## config.mk

```make
export PLATFORM = sky130hd
export DESIGN_NAME = program_memory_loader
export DESIGN_NICKNAME = d
export VERILOG_FILES = /design/src/rtl/program_memory_loader.sv
export SDC_FILE = /design/constraint.sdc
export NUM_CORES = 1
export LEC_CHECK = 0
export CORE_ASPECT_RATIO = 1.5
export CORE_UTILIZATION = 40
export DETAILED_ROUTE_END_ITERATION = 16
export GPL_ROUTABILITY_DRIVEN = 0
export PLACE_DENSITY = 0.6
export SLEW_MARGIN = 20
export SYNTH_ARGS = -nofsm -noshare
export SYNTH_HDL_FRONTEND = slang
export SYNTH_SLANG_ARGS = --single-unit
```

## constraint.sdc

```tcl
create_clock -name clk -period 4 [get_ports clk]
set_input_delay 1 -clock clk [delete_from_list [all_inputs] [get_ports clk]]
set_output_delay 1 -clock clk [all_outputs]
set_load 0.1 [all_outputs]
```

## src/rtl/program_memory_loader.sv

```systemverilog
// Boot loader and 32x8 program/data memory for the byte computer core.
// Optional feature macro: DUMP_EN (streams memory out after the core halts).
//
// state | meaning
// IDLE  | one cycle after reset, then load
// LOAD  | accept program bytes into mem[load_ptr]
// RUN   | core owns the memory bus, cpu_start high
// DONE  | core halted, memory frozen, optional dump
module program_memory_loader #(
  parameter int ADDR_W = 5,
  parameter int DATA_W = 8,
  parameter int DEPTH  = 32
) (
  input  logic              clk,
  input  logic              rst,
  input  logic              load_valid,
  output logic              load_ready,
  input  logic [DATA_W-1:0] load_data,
  input  logic              load_last,
  output logic              cpu_start,
  input  logic              cpu_halt,
  input  logic              cpu_we,
  input  logic [ADDR_W-1:0] cpu_addr,
  input  logic [DATA_W-1:0] cpu_wdata,
  output logic [DATA_W-1:0] cpu_rdata,
  output logic [1:0]        state,
  output logic              dump_valid,
  output logic [DATA_W-1:0] dump_data,
  input  logic              dump_ready
);

  typedef enum logic [1:0] {
    IDLE = 2'd0,
    LOAD = 2'd1,
    RUN  = 2'd2,
    DONE = 2'd3
  } state_t;

  localparam logic [ADDR_W-1:0] LAST_ADDR = ADDR_W'(DEPTH - 1);

  state_t            cur_state, next_state;
  logic [ADDR_W-1:0] load_ptr;
  logic [DATA_W-1:0] mem [DEPTH];
  logic              load_fire;

  assign load_fire = (cur_state == LOAD) && load_valid;
  assign state     = cur_state;

  always_ff @(posedge clk) begin
    if (rst) cur_state <= IDLE;
    else     cur_state <= next_state;
  end

  always_comb begin
    next_state = cur_state;
    load_ready = 1'b0;
    cpu_start  = 1'b0;
    case (cur_state)
      IDLE: next_state = LOAD;
      LOAD: begin
        load_ready = 1'b1;
        if (load_fire && (load_last || load_ptr == LAST_ADDR)) next_state = RUN;
      end
      RUN: begin
        cpu_start = 1'b1;
        if (cpu_halt) next_state = DONE;
      end
      DONE: next_state = DONE;
      default: next_state = IDLE;
    endcase
  end

  // Read-first port: cpu_rdata samples the old word even when written this cycle.
  always_ff @(posedge clk) begin
    if (rst) begin
      for (int i = 0; i < DEPTH; i++) mem[i] <= '0;
      load_ptr  <= '0;
      cpu_rdata <= '0;
    end else begin
      case (cur_state)
        LOAD: begin
          if (load_valid) begin
            mem[load_ptr] <= load_data;
            if (load_ptr != LAST_ADDR) load_ptr <= load_ptr + 1'b1;
          end
        end
        RUN: begin
          cpu_rdata <= mem[cpu_addr];
          if (cpu_we) mem[cpu_addr] <= cpu_wdata;
        end
        default: ;
      endcase
    end
  end

`ifdef DUMP_EN
  logic [ADDR_W-1:0] dump_ptr;
  logic              dump_done;

  // Memory is frozen in DONE, so reading it combinationally keeps dump_data stable.
  assign dump_valid = (cur_state == DONE) && !dump_done;
  assign dump_data  = dump_valid ? mem[dump_ptr] : '0;

  always_ff @(posedge clk) begin
    if (rst) begin
      dump_ptr  <= '0;
      dump_done <= 1'b0;
    end else if (dump_valid && dump_ready) begin
      if (dump_ptr == LAST_ADDR) dump_done <= 1'b1;
      else                       dump_ptr  <= dump_ptr + 1'b1;
    end
  end
`else
  assign dump_valid = 1'b0;
  assign dump_data  = {DATA_W{1'b0}} & {DATA_W{dump_ready}};
`endif

endmodule

```

==> impl_metrics.env, run 1 <==
# flow metrics
export IMPL_m1WireLength_mm=11.4
export IMPL_avgSynthCellArea_um2=12.7
export IMPL_enable_flop_cells=256
export IMPL_number_of_antenna_cells_inserted=0
export IMPL_setup_worst_path_start_class="input pin"
export IMPL_synth_seq_share_pct=64.2
export IMPL_syn_instance_count=983
export IMPL_critical_path_cell_by_cell="clkdlybuf4s50_1 -> nor4bb_4 -> buf_4 -> mux2i_1 -> nor4_4 -> buf_4 -> nand2_4 -> nand2b_1"
export IMPL_power_density_nw_per_um2=434
export IMPL_dieWidth_um=146
export IMPL_ff_count=271
export IMPL_cellInternalPower_uw=4760
export IMPL_area_growth_syn_to_layout_pct=15.5
export IMPL_cts_tree="yes"
export IMPL_n_clock_buffer=33
export IMPL_synth_distinct_cells=39
export IMPL_n_all_buffers=93
export IMPL_crit_slowest_cell="sky130_fd_sc_hd__mux2i_1"
export IMPL_dr_max_layer_used="met4"
export IMPL_critical_path_stages=8
export IMPL_status="completed"
export IMPL_cts_made_buffers=26
export IMPL_num_nets_final=1064
export IMPL_grt_antenna_before_repair=0
export IMPL_hold_worst_slack_ns=0.499
export IMPL_ys_top_logic_family="simple AND/OR/NAND/NOR gates"
export IMPL_layout_buffer_nonclock_area_share_pct=5.81
export IMPL_final_min_period_over_clock_period_pct=82.6
export IMPL_max_cap_violations=0
export IMPL_p_switching_uw=1480
export IMPL_area_leaders="sky130_fd_sc_hd__edfxtp_1, sky130_fd_sc_hd__mux2i_1, sky130_fd_sc_hd__nor2_1"
export IMPL_maximum_number_of_buffers_from_clock_root_to_sink=3
export IMPL_log_warning_count=27
export IMPL_tns_ns=0
export IMPL_max_slew_margin_pct=35.5
export IMPL_path_clk_slew_ns=0.06
export IMPL_postSynthRegisterBits=271
export IMPL_floorplan_core_util_pct=40.9
export IMPL_pg_seq_uw=3220
export IMPL_whs_endpoint="cpu_rdata[5]"
export IMPL_cell_type_group_with_the_largest_total_delay_on_the_critical_path="simple AND/OR/NAND/NOR gates"
export IMPL_met3RoutedLength_mm=1.46
export IMPL_static_leakage_power_uw=0.00550
export IMPL_groute_usage_overall_pct=19.2
export IMPL_report_power_total_uw=6240
export IMPL_avgRoutedWirePerCell_um=20.3
export IMPL_finish_instance_area_um2=14400
export IMPL_chip_area_um2=31800
export IMPL_post_synth_top_count_cell="sky130_fd_sc_hd__nor2_1"
export IMPL_multi_input_combinational_cell_count=641
export IMPL_cp_common_cell="sky130_fd_sc_hd__buf_4"
export IMPL_postCtsHoldBufs=0
export IMPL_synth_cellmix_adderShare_pct=0.201
export IMPL_dr_pass1_iters=5
export IMPL_dp_final_hpwl_mm=19.8
export IMPL_area_combinational_um2=4200
export IMPL_cts_sink_count=271
export IMPL_post_synth_most_frequent_cells="sky130_fd_sc_hd__nor2_1, sky130_fd_sc_hd__edfxtp_1, sky130_fd_sc_hd__mux2i_1, sky130_fd_sc_hd__a22oi_1, sky130_fd_sc_hd__clkbuf_1"
export IMPL_core_area_um2=30400
export IMPL_capture_instance_of_the_worst_register_to_register_path="mem[3][6]"
export IMPL_fin_skew_ns=0.00849
export IMPL_cp_slowest_stage_delay_ns=0.65
export IMPL_cts_root_buffer="sky130_fd_sc_hd__clkbuf_16"
export IMPL_tightestPinTransition_ns=0.964
export IMPL_row_count=78
export IMPL_hold_path_cell_count=2
export IMPL_clock_fmax_ghz=0.303
export IMPL_worstPathMaxFanout=9
export IMPL_seq_power_share_pct=51.7
export IMPL_detail_route_drc_violations=0
export IMPL_met2RoutedLength_mm=15.7
export IMPL_critPathKind="in2reg"
export IMPL_drt_vias_per_instance=5.24
export IMPL_timing_critical_path_required_ns=4.21
### Metal 3, run 1

The bar under the picture is 50 um long.
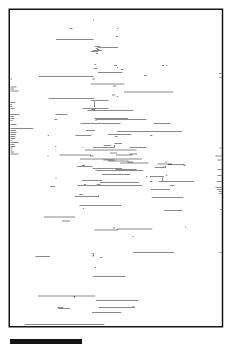
main direction: horizontal
share of all routed wire: 4.9%

### Gate families picked out, run 1

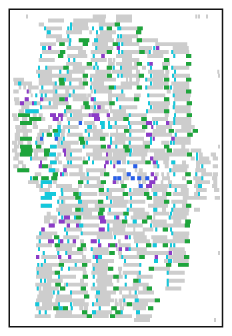
[green] multiplexers | cells: 146 | where: all over the die
[cyan] NOR gates | cells: 287 | where: all over the die
[purple] NAND gates | cells: 73
[blue] AND and OR gates | cells: 12 | where: centre
non-filler cells, final: 1454
most used logic cell in the final layout: sky130_fd_sc_hd__nor2_1
fraction of standard cell area in multi-input logic: 29.2%

### Routing congestion map, run 1

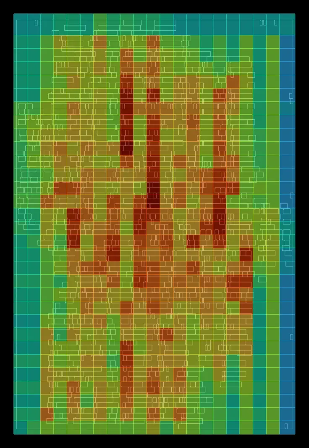
final cell utilization of the core: 47.2%
most used routing layer: met2
met3 GRT Util: 2.13%
global routing usage on met1: 22.0%
met2 track demand over resource: 36.0%

### Signal wires on met2, run 1

Cells faint in the background.
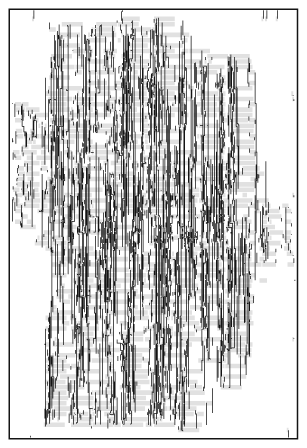

## Run 2: what changed since run 1
--- a/config.mk
+++ b/config.mk
@@ -9,7 +9,7 @@
 export CORE_UTILIZATION = 40
 export DETAILED_ROUTE_END_ITERATION = 16
 export GPL_ROUTABILITY_DRIVEN = 0
-export PLACE_DENSITY = 0.6
+export PLACE_DENSITY = 0.62
 export SLEW_MARGIN = 20
 export SYNTH_ARGS = -nofsm -noshare
 export SYNTH_HDL_FRONTEND = slang
==> constraint.sdc (replaced) <==
create_clock -name clk -period 3 [get_ports clk]
set_input_delay 0.75 -clock clk [delete_from_list [all_inputs] [get_ports clk]]
set_output_delay 0.75 -clock clk [all_outputs]
set_load 0.1 [all_outputs]
### Signal wires on met2, run 2

Cells faint in the background.
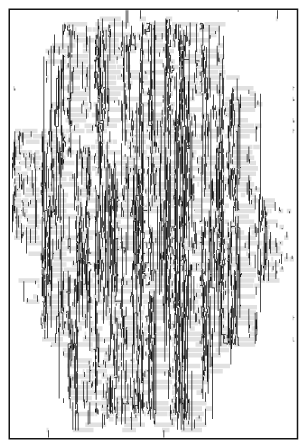
share of all routed wire: 53%
wire length on this layer: 15100 um
main direction: vertical
nets with wire on the layer: 917
Post-Route WL: 28.6 mm
via total after detailed routing: 7828
met2 track demand over resource: 34.6%

### Gate families picked out, run 2

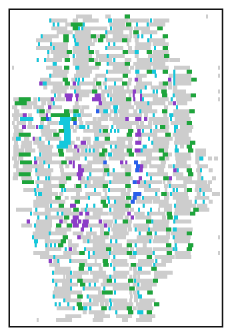
[purple] NAND gates | cells: 73
[blue] AND and OR gates | cells: 12 | where: centre
[cyan] NOR gates | cells: 287 | where: all over the die
[green] multiplexers | cells: 146 | where: all over the die

### Routing congestion map, run 2

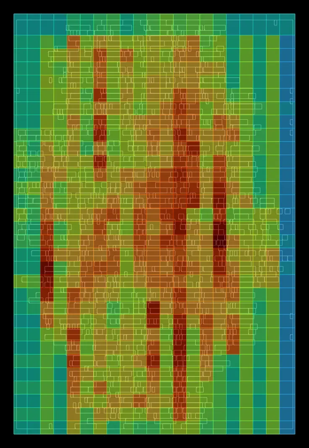
global routing usage on met1: 21.5%
post-detailed-route wirelength per cell: 18.6 um
Tot GR Track Use: 18.5%
final cell utilization of the core: 51.1%
met3 GRT Util: 1.72%

==> run 2 against run 1 <==
Routed wire length decreased by 3.2%. Sequential share of layout area decreased by 4.3 points. Synthesized cell count unchanged. Via count increased by 2.7%. Synthesized area unchanged. Combinational power increased by 61%. Design area increased by 8.4%. Critical endpoint is now mem[25][1]. Largest cell class unchanged.
==> impl_metrics.env, run 2 <==
# flow metrics
export IMPL_critPathKind="in2reg"
export IMPL_syn_instance_count=983
export IMPL_fraction_of_standard_cell_area_in_multi_input_logic_pct=27.0
export IMPL_setup_worst_path_start_class="input pin"
export IMPL_synth_cellmix_adderShare_pct=0.201
export IMPL_yosys_most_used_dff="sky130_fd_sc_hd__edfxtp_1"
export IMPL_dr_max_layer_used="met4"
export IMPL_hold_worst_slack_ns=0.497
export IMPL_power_density_nw_per_um2=531
export IMPL_cts_sink_count=271
export IMPL_floorplan_core_util_pct=40.9
export IMPL_multi_input_combinational_cell_count=641
export IMPL_tightestPinTransition_ns=0.691
export IMPL_met2RoutedLength_mm=15.1
export IMPL_dr_pass1_iters=5
export IMPL_core_area_um2=30400
export IMPL_timing_critical_path_required_ns=3.25
export IMPL_path_clk_slew_ns=0.06
export IMPL_log_warning_count=27
export IMPL_enable_flop_cells=256
export IMPL_layout_cells_non_filler=1538
export IMPL_cellInternalPower_uw=6330
export IMPL_met3RoutedLength_um=954
export IMPL_pg_seq_uw=4300
export IMPL_number_of_antenna_cells_inserted=0
export IMPL_static_leakage_power_uw=0.00612
export IMPL_report_power_total_uw=8270
export IMPL_hold_path_cell_count=2
export IMPL_dp_final_hpwl_mm=20.7
export IMPL_cts_made_buffers=25
export IMPL_avgSynthCellArea_um2=12.7
export IMPL_grt_antenna_before_repair=0
export IMPL_layout_buffer_nonclock_area_share_pct=13.5
export IMPL_post_synth_top_count_cell="sky130_fd_sc_hd__nor2_1"
export IMPL_crit_slowest_cell="sky130_fd_sc_hd__clkdlybuf4s50_1"
export IMPL_max_cap_violations=0
export IMPL_drt_vias_per_instance=5.09
export IMPL_cp_common_cell="sky130_fd_sc_hd__buf_4"
export IMPL_area_leaders="sky130_fd_sc_hd__edfxtp_1, sky130_fd_sc_hd__mux2i_1, sky130_fd_sc_hd__nor2_1"
export IMPL_maximum_number_of_buffers_from_clock_root_to_sink=3
export IMPL_row_count=78
export IMPL_chip_area_um2=31800
export IMPL_postCtsHoldBufs=0
export IMPL_grt_busiest_layer="met2"
export IMPL_area_combinational_um2=4200
export IMPL_max_slew_margin_pct=52.6
export IMPL_clock_fmax_ghz=0.361
export IMPL_synth_seq_share_pct=64.2
export IMPL_mostFrequentLayoutCell="sky130_fd_sc_hd__nor2_1"
export IMPL_fin_skew_ns=0.00944
export IMPL_num_nets_final=1152
export IMPL_finish_instance_area_um2=15600
export IMPL_critical_path_stages=9
export IMPL_tns_ns=0
export IMPL_synth_distinct_cells=39
export IMPL_worstPathMaxFanout=8
export IMPL_n_clock_buffer=27
export IMPL_seq_power_share_pct=52.0
export IMPL_detail_route_drc_violations=0
export IMPL_cell_type_group_with_the_largest_total_delay_on_the_critical_path="buffers and inverters"
export IMPL_postSynthRegisterBits=271
export IMPL_dieWidth_um=146
export IMPL_cts_tree="yes"
export IMPL_status="completed"
export IMPL_n_all_buffers=182
export IMPL_p_switching_uw=1940
export IMPL_cp_slowest_stage_delay_ns=0.47
export IMPL_cts_root_buffer="sky130_fd_sc_hd__clkbuf_16"
export IMPL_whs_endpoint="cpu_rdata[6]"
export IMPL_ff_count=271
export IMPL_final_signal_inverter_count=1
export IMPL_m1WireLength_mm=11.5
export IMPL_area_growth_syn_to_layout_pct=25.1
Power is estimated from default activity; no workload was simulated.
